<file path="src/rtl/relu_maxpool2x2.sv">
// Streaming 2x2 / stride-2 signed max-pool over a raster feature map, with a half-width row buffer.
// Optional build macro RELU_EN clamps every pooled result at zero.
module relu_maxpool2x2 #(
  parameter int IMG_W = 26,
  parameter int IMG_H = 26
) (
  input  logic        clk,
  input  logic        rst,
  input  logic [15:0] in_data,
  input  logic        in_valid,
  output logic        in_ready,
  output logic [15:0] out_data,
  output logic        out_valid,
  input  logic        out_ready,
  output logic        out_last
);

  localparam int CW           = (IMG_W > 1) ? $clog2(IMG_W) : 1;
  localparam int RW           = (IMG_H > 1) ? $clog2(IMG_H) : 1;
  localparam int BD           = IMG_W / 2;
  localparam int BW           = (BD > 1) ? $clog2(BD) : 1;
  localparam int LAST_ODD_COL = (IMG_W / 2) * 2 - 1;
  localparam int LAST_ODD_ROW = (IMG_H / 2) * 2 - 1;
  localparam bit ODD_W        = (IMG_W % 2) != 0;
  localparam bit ODD_H        = (IMG_H % 2) != 0;

  logic [CW-1:0] col;
  logic [RW-1:0] row;
  logic [15:0]   hmax;
  logic [15:0]   rowbuf [BD];

  logic          accept;
  logic          col_wrap;
  logic          row_wrap;
  logic          keep;
  logic          ld_h;
  logic          wr_buf;
  logic          ld_out;
  logic [BW-1:0] idx;
  logic [15:0]   buf_rd;
  logic [15:0]   h_pair;
  logic [15:0]   pool;
  logic [15:0]   result;
  logic          last_hit;

  function automatic logic [15:0] smax(input logic [15:0] a, input logic [15:0] b);
    return ($signed(b) > $signed(a)) ? b : a;
  endfunction

  // Handshake: a beat moves on any edge where valid && ready. in_ready is
  // combinational from the output register, so a stalled result holds the input.
  assign in_ready = !out_valid || out_ready;
  assign accept   = in_valid && in_ready;

  assign col_wrap = (col == CW'(IMG_W - 1));
  assign row_wrap = (row == RW'(IMG_H - 1));

  // Trailing column/row of odd-sized maps is consumed but never pooled.
  always_comb begin
    keep   = accept && !(ODD_W && col_wrap) && !(ODD_H && row_wrap);
    ld_h   = keep && !col[0];
    wr_buf = keep && col[0] && !row[0];
    ld_out = keep && col[0] && row[0];
  end

  assign idx      = BW'(col >> 1);
  assign buf_rd   = rowbuf[idx];
  assign h_pair   = smax(hmax, in_data);
  assign pool     = smax(smax(buf_rd, hmax), in_data);
  assign last_hit = (row == RW'(LAST_ODD_ROW)) && (col == CW'(LAST_ODD_COL));

`ifdef RELU_EN
  assign result = pool[15] ? 16'h0000 : pool;
`else
  assign result = pool;
`endif

  always_ff @(posedge clk) begin
    if (rst) begin
      col <= '0;
      row <= '0;
    end else if (accept) begin
      if (col_wrap) begin
        col <= '0;
        row <= row_wrap ? '0 : row + 1'b1;
      end else begin
        col <= col + 1'b1;
      end
    end
  end

  always_ff @(posedge clk) begin
    if (rst) begin
      hmax <= '0;
    end else if (ld_h) begin
      hmax <= in_data;
    end
  end

  // Not reset: every even row rewrites the entries its odd partner reads.
  always_ff @(posedge clk) begin
    if (!rst && wr_buf) begin
      rowbuf[idx] <= h_pair;
    end
  end

  always_ff @(posedge clk) begin
    if (rst) begin
      out_valid <= 1'b0;
      out_data  <= '0;
      out_last  <= 1'b0;
    end else if (ld_out) begin
      out_valid <= 1'b1;
      out_data  <= result;
      out_last  <= last_hit;
    end else if (out_valid && out_ready) begin
      out_valid <= 1'b0;
      out_last  <= 1'b0;
    end
  end

  a_out_hold : assert property (@(posedge clk) disable iff (rst)
    (out_valid && !out_ready) |=> (out_valid && $stable(out_data) && $stable(out_last)));

endmodule

</file>
<file path="config.mk">
export PLATFORM = sky130hd
export DESIGN_NAME = relu_maxpool2x2
export DESIGN_NICKNAME = d
export VERILOG_FILES = /design/src/rtl/relu_maxpool2x2.sv
export SDC_FILE = /design/constraint.sdc
export NUM_CORES = 1
export LEC_CHECK = 0
export CAP_MARGIN = 20
export CORE_ASPECT_RATIO = 0.6
export CORE_UTILIZATION = 61
export DETAILED_ROUTE_END_ITERATION = 10
export PLACE_DENSITY = 0.84
export SETUP_SLACK_MARGIN = 0.2
export SYNTH_ARGS = -nofsm -noshare
export SYNTH_HDL_FRONTEND = slang
export SYNTH_SLANG_ARGS = --single-unit
export TNS_END_PERCENT = 10
</file>
<file path="constraint.sdc">
create_clock -name clk -period 6.5 [get_ports clk]
set_input_delay 1.3 -clock clk [delete_from_list [all_inputs] [get_ports clk]]
set_output_delay 1.3 -clock clk [all_outputs]
set_load 0.05 [all_outputs]
</file>
==> impl_metrics.py <==
# Flow results
metrics = {
    "clock_network": {
        "numCtsBuffers": 23,
        "post_cts_resized": 1,
        "clkLatencyLatePin_ns": 0.52,
        "clk_pin_slew_worst_paths_ns": 0.07,
        "ctsRootBufferMaster": "clkbuf_16",
        "cts_tree": "yes",
    },
    "critical_path": {
        "cp-start-kind": "flop",
        "crit_buf_inv": 3,
        "required_ns": 6.95,
        "timing.rr.end": "out_data[5]",
        "crit_cells": 21,
        "critPathArrivalTime_ns": 6.43,
        "worst-path-max-fanout": 16,
        "cp_common_cell": "buf_4",
        "critPathMaxStageDelay_ns": 0.53,
        "worstSetupEndpoint": "out_data[5]",
        "r2r_setup_slack_ns": 0.52,
        "criticalPathCategory": "reg -> reg",
    },
    "synthesis": {
        "ys_warn_count": 0,
        "synthArstFlopShare_pct": 0,
        "synth.most_common_cell": "edfxtp_1",
        "ys_seq_share_pct": 61.7,
        "top_area_cell": "edfxtp_1",
        "yosys-stat-area_um2": 11700,
        "ys.flops": 256,
        "ys_types": 56,
    },
    "worst_hold_path": {
        "worstHoldStart": "hmax[11]",
        "hp-class": "reg -> reg",
        "holdPathStages": 2,
    },
    "power": {
        "power_switching_uw": 853,
        "p_int_mw": 2.81,
        "sw_frac_of_total_pct": 23.3,
        "clk-power_mw": 1.42,
        "leakagePower_nw": 4.60,
        "pg_comb_uw": 399,
        "power_frac_comb_pct": 10.9,
        "p_seq_share_pct": 50.4,
        "power_density_nw_per_um2": 276,
        "vdd_drop_max_uv": 197,
    },
    "place": {
        "post-place-cells": 1053,
        "post_dp_cell_area_um2": 12400,
        "dpl.hpwl_um": 18100,
        "numPortBuffers": 38,
    },
    "sta": {
        "tightest_slew_ns": 1.02,
        "post-route-period-util_pct": 92.0,
        "setup_violations": 0,
        "fin_crit_ns": 5.98,
        "skew_ns": 0.0152,
        "fmax_ghz": 0.167,
        "rsz0062_at_grt": "false",
        "setup_tns_ns": 0,
        "final_hold_viol_count": 0,
    },
    "routing": {
        "num_vias": 7501,
        "routed_wl_um": 28000,
        "via_per_inst": 6.78,
        "drtIter0Drc": 954,
        "drtPass1Iterations": 5,
    },
    "die": {
        "die_w_um": 181,
        "fp_util_pct": 63.5,
    },
    "global_routing": {
        "grtUsageTotal_pct": 29.0,
        "overflow": 0,
        "grt_max_degree": 35,
    },
    "finish": {
        "layout.nets": 922,
        "layout-area-overhead-vs-synth_pct": 13.6,
        "antenna_cells": 0,
        "fin_area_um2": 13300,
    },
    "outcome": {
        "status": "complete, no violations",
    },
    "run": {
        "maxCapViolCount": 0,
    },
}
[state kept, by name, indices dropped and copies added (netlist names), named ones only]
| register | flops |
|---|---|
| row | 5 |
| rowbuf | 208 |
| col | 5 |
| out_data | 16 |
| out_last | 1 |
| out_valid | 1 |
| hmax | 16 |
[cells in the final DEF, fill, tap and decap left out, types with 14 or more instances in the layout]
master           count
a21oi_1             37
dfxtp_1             45
a41oi_1             15
a221o_1             16
mux2_2              24
mux4_2              48
edfxtp_1           208
ha_1                52
nand2_1             56
and3_1              17
clkbuf_16           25
nand2b_1            14
clkdlybuf4s50_1     38
nor2_1              52
inv_1               25
mux2i_1             27
buf_4               37
[per-stage QoR]
step           setup slack, ns  util (%)
3_3_place_gp             0.325      67.3
3_5_place_dp            0.0836      67.4
5_1_grt                  0.262      72.2
4_1_cts                  0.241      71.7
6_report                 0.520      72.2
2_1_floorplan             1.27         -
[per-layer routing]
| metal | wire length, um | GRT usage (%) | vias to the layer above |
|---|---|---|---|
| li1 | - | - | 3232 |
| met1 | 11800 | 42.4 | 3763 |
| met2 | 12600 | 44.3 | 453 |
| met3 | 3000 | 6.35 | 53 |
| met4 | 590 | 8.12 | 0 |
| met5 | 0 | 0 | - |
[layout make-up]
class | count | area (um^2)
Fill cell | 1128 | 5110
Sequential cell | 256 | 7210
Inverter | 24 | 90.1
Clock inverter | 14 | 151
Multi-Input combinational cell | 468 | 4190
Timing Repair Buffer | 77 | 698
Clock buffer | 28 | 638
Tap cell | 240 | 300
[cells by family (layout without fill, tap and decap cells)]
family / after synthesis / after routing / share of synthesized area, %
xor+xnor: 7 / 7 / 0.524
flops: 256 / 256 / 61.7
buf+inv: 69 / 143 / 2.75
simple gates: 186 / 186 / 7.62
mux: 99 / 99 / 13.9
compound gates: 124 / 124 / 8.02
fa+ha+maj: 52 / 52 / 5.57
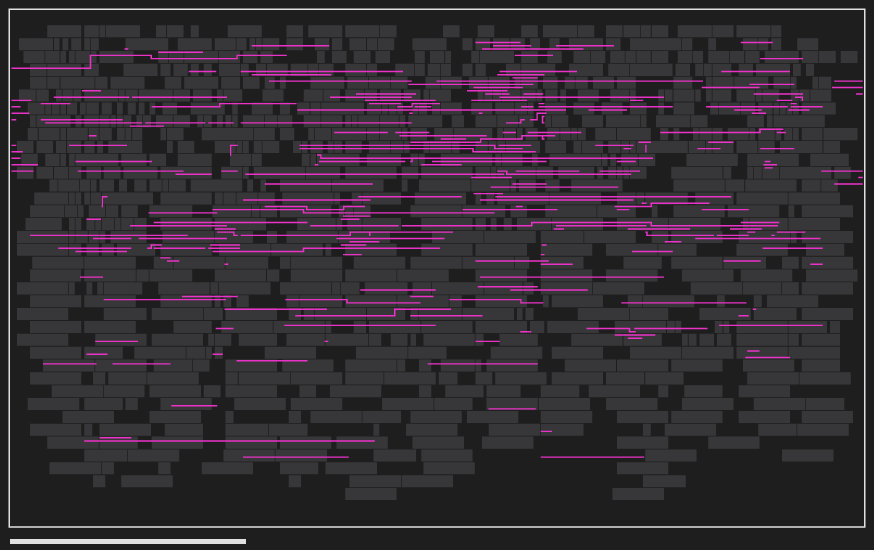
Fig. 1. Met3 routing.
Scale bar: 50 um. Cells faint in the background.
nets with wire on the layer: 142
longest straight run: 70.2 um
share of all routed wire: 11%
main direction: horizontal
wire length on this layer: 3000 um

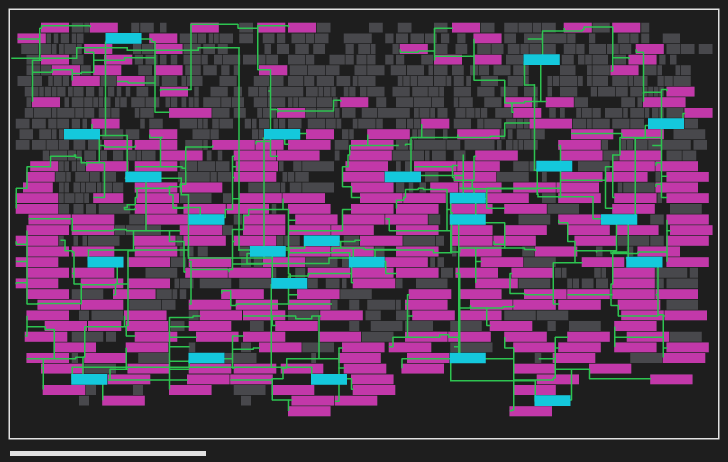
Fig. 2. Clock network drawn from the DEF.
Scale bar: 50 um.
legend:
  cells driving clock nets:
    color: cyan
    count: 23
  flip-flops:
    color: magenta
    count: 256
  clock wires:
    color: green
    length: 2800 um
flops lie: all over the die
routed clock nets: 24

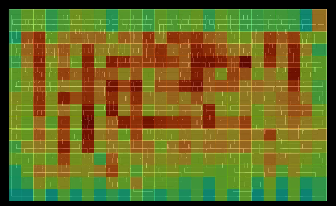
Fig. 3. Track usage over the die.
Layout Utilization: 72.2%
DR WL/cell: 25.3 um
layer carrying the most global-route usage: met2

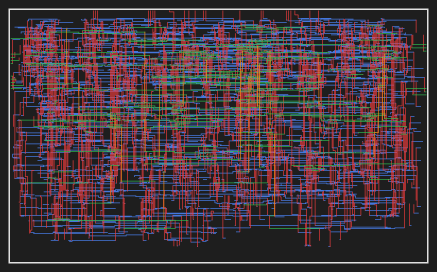
Fig. 4. Signal wires by layer.
legend:
  met1:
    color: blue
    wire_length: 11800 um
  met2:
    color: red
    wire_length: 12600 um
  met4:
    color: orange
    wire_length: 591 um
  met3:
    color: green
    wire_length: 3000 um

No activity file was given, so power comes from the tool's default toggle rates.
